`config.mk`:
```
export PLATFORM = sky130hd
export DESIGN_NAME = mips_fetch_unit
export DESIGN_NICKNAME = d
export VERILOG_FILES = /design/src/rtl/mips_fetch_unit.sv
export SDC_FILE = /design/constraint.sdc
export NUM_CORES = 1
export LEC_CHECK = 0
export CORE_AREA = 4 4 136 138
export DETAILED_ROUTE_END_ITERATION = 8
export DIE_AREA = 0 0 140 142
export PLACE_DENSITY = 0.77
export SLEW_MARGIN = 40
export SYNTH_ARGS = -nofsm -noshare
export SYNTH_HDL_FRONTEND = slang
export SYNTH_SLANG_ARGS = --single-unit
```
`constraint.sdc`:
```
create_clock -name clk -period 3.5 [get_ports clk]
set_input_delay 0.525 -clock clk [delete_from_list [all_inputs] [get_ports clk]]
set_output_delay 0.525 -clock clk [all_outputs]
set_load 0.02 [all_outputs]
```
`src/rtl/mips_fetch_unit.sv`:
```
// rtl/mips_fetch_unit.sv - MIPS instruction fetch sequencer with req/ack imem port
// Holds the PC, fetches one word per request, and resolves jump/branch/jr targets at retire.
module mips_fetch_unit #(
   parameter logic [31:0] RESET_PC = 32'h0000_0000,
   parameter int unsigned MAX_WAIT = 255
) (
   input  logic        clk,
   input  logic        reset,
   output logic        imem_req,
   output logic [31:0] imem_addr,
   input  logic        imem_ack,
   input  logic [31:0] imem_rdata,
   output logic [31:0] Instruction,
   output logic [5:0]  InstrOpCode,
   output logic        InstrValid,
   input  logic        InstrReady,
   input  logic        Jump,
   input  logic        Branch,
   input  logic        Zero,
   input  logic        JumpReg,
   input  logic [31:0] RegTarget,
   output logic [31:0] LinkPC,
   output logic [31:0] InstrCount,
   output logic        FetchError
);

   typedef enum logic [1:0] {S_IDLE, S_REQ, S_HOLD, S_ERR} state_t;

   localparam logic [7:0] WAIT_LAST = 8'(MAX_WAIT - 1);

   state_t      state_q;
   logic [31:0] pc_q;
   logic [31:0] instr_q;
   logic [31:0] count_q;
   logic [7:0]  wait_q;
   logic        req_q;
   logic        valid_q;
   logic        err_q;

   logic [31:0] link_pc;
   logic [31:0] branch_off;
   logic [31:0] pc_d;
   logic        taken;
   logic        jr_misaligned;

   always_comb begin
      link_pc       = pc_q + 32'd4;
      branch_off    = {{14{instr_q[15]}}, instr_q[15:0], 2'b00};
      // Opcode bit 0 distinguishes bne from beq, so it flips the sense of Zero.
      taken         = Branch & (Zero ^ instr_q[26]);
      jr_misaligned = JumpReg & (RegTarget[1:0] != 2'b00);
      pc_d          = link_pc;
      if (JumpReg)
         pc_d = RegTarget;
      else if (Jump)
         pc_d = {link_pc[31:28], instr_q[25:0], 2'b00};
      else if (taken)
         pc_d = link_pc + branch_off;
   end

   always_ff @(posedge clk or posedge reset) begin
      if (reset) begin
         state_q <= S_IDLE;
         pc_q    <= RESET_PC;
         instr_q <= 32'd0;
         count_q <= 32'd0;
         wait_q  <= 8'd0;
         req_q   <= 1'b0;
         valid_q <= 1'b0;
         err_q   <= 1'b0;
      end else begin
         case (state_q)
            S_IDLE: begin
               state_q <= S_REQ;
               req_q   <= 1'b1;
            end
            S_REQ: begin
               if (imem_ack) begin
                  instr_q <= imem_rdata;
                  valid_q <= 1'b1;
                  req_q   <= 1'b0;
                  state_q <= S_HOLD;
               end else if (wait_q == WAIT_LAST) begin
                  req_q   <= 1'b0;
                  err_q   <= 1'b1;
                  state_q <= S_ERR;
               end else begin
                  wait_q  <= wait_q + 8'd1;
               end
            end
            S_HOLD: begin
               if (InstrReady) begin
                  valid_q <= 1'b0;
                  if (jr_misaligned) begin
                     err_q   <= 1'b1;
                     state_q <= S_ERR;
                  end else begin
                     pc_q    <= pc_d;
                     count_q <= count_q + 32'd1;
                     wait_q  <= 8'd0;
                     req_q   <= 1'b1;
                     state_q <= S_REQ;
                  end
               end
            end
            default: begin
               req_q   <= 1'b0;
               valid_q <= 1'b0;
               err_q   <= 1'b1;
            end
         endcase
      end
   end

   assign imem_req    = req_q;
   assign imem_addr   = pc_q;
   assign Instruction = instr_q;
   assign InstrOpCode = instr_q[31:26];
   assign InstrValid  = valid_q;
   assign LinkPC      = link_pc;
   assign InstrCount  = count_q;
   assign FetchError  = err_q;

endmodule

```
### Track usage over the die

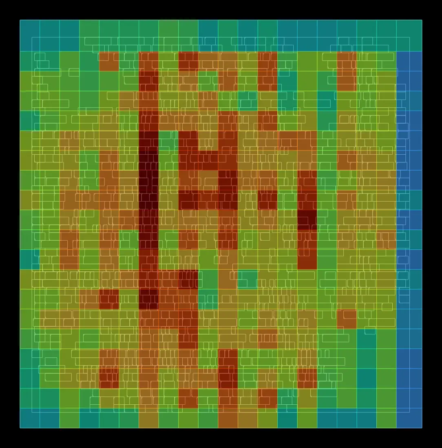
met1 Use GR: 32.9%
grt met2 use: 38.9%
M3 GR Usage: 4.10%

### Metal 3

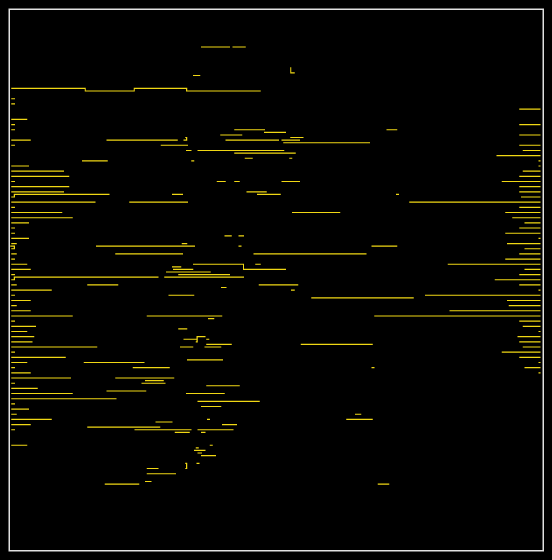
171 nets have wire on it. The layer carries 1550 microns of wire. The wires run mostly horizontal. The layer holds 6.4% of the routed length. The longest straight run is 43.5 microns.
vias post-DR: 7431
DRT Wirelength: 24.1 mm

## routing by layer
| layer | share of wire, % | up-vias | wire length (microns) | global-route usage (%) |
|---|---|---|---|---|
| met5 | 0 | - | 0 | 0 |
| li1 | - | 3564 | - | - |
| met4 | 1.9 | 0 | 459 | 7.45 |
| met3 | 6.4 | 39 | 1550 | 4.10 |
| met1 | 44 | 3554 | 10700 | 32.9 |
| met2 | 47 | 274 | 11400 | 38.9 |
## cell usage in the layout (no fill, tap or decap), types with 5 or more instances in the layout
cell type        Yosys  routed
a311oi_1             5       5
nor2b_1              6       6
mux2_2              32      32
dfrtp_2              0      10
o31ai_1              5       5
nand2_1             93      90
xnor2_1             60      52
nand4_1             26      26
xor2_1              20      18
o211ai_1             8       8
o21a_1               7       7
nor2_1              68      65
xnor2_2              0       7
and3_1              16      16
ha_1                44      40
nor3_1              18      17
o22ai_1             14      14
nand3_1             35      34
a21o_1              18      18
a21oi_1             69      65
inv_1               26      25
a31oi_1             11      10
buf_4                8      86
clkbuf_16            0       9
dfrtp_1            109      99
o21ai_0             42      40
clkdlybuf4s50_1      0     205
## worst paths after layout
path | endpoint | slack [ns] | cells after the start
setup / recovery | imem_addr[21]$_DFFE_PP0P_ | -0.02 | 12
hold / removal | FetchError$_DFFE_PP0P_ | 0.46 | 1
setup reg to reg | imem_addr[21]$_DFFE_PP0P_ | -0.02 | 12
hold reg to reg | FetchError$_DFFE_PP0P_ | 0.46 | 1
max in group asynchronous | imem_addr[12]$_DFFE_PP0P_ | 2.34 | 3
min in group asynchronous | InstrCount[7]$_DFFE_PP0P_ | 0.66 | 3
## state kept, by name, summed over array words and instances (netlist names)
name,count
wait_q,8
imem_req,1
InstrCount,32
FetchError,1
Instruction,32
imem_addr,32
state_q,2
InstrValid,1
==> impl_metrics.env <==
# yosys + openroad results
export IMPL_synthToLayoutAreaGrowth_pct=44.9
export IMPL_logic_family="simple AND/OR/NAND/NOR gates"
export IMPL_combinationalPower_mw=7.53
export IMPL_initCoreUtil_pct=43.5
export IMPL_grt_pass1_vias=7256
export IMPL_cp_data_arrival_time_ns=3.82
export IMPL_num_tap_cells=225
export IMPL_wl_per_cell_microns=18.1
export IMPL_topCellsByArea="dfrtp_1 (37%), ha_1 (7.4%), xnor2_1 (7.0%)"
export IMPL_setup_slack_ns=-0.0234
export IMPL_maxPowerGroup="combinational cells"
export IMPL_setup_viol=1
export IMPL_max_cap_violations=0
export IMPL_ctsResizeCount=11
export IMPL_ys_warn_count=0
export IMPL_status="finished, violations left"
export IMPL_fa_ha_area_share_pct=7.64
export IMPL_diodes=0
export IMPL_violations="negative setup slack"
export IMPL_synth_edff_count=0
export IMPL_die_x_microns=140
export IMPL_finalHoldViolations=0
export IMPL_ys_flop_type="dfrtp_1"
export IMPL_startpoint="imem_addr[3]$_DFFE_PP0P_"
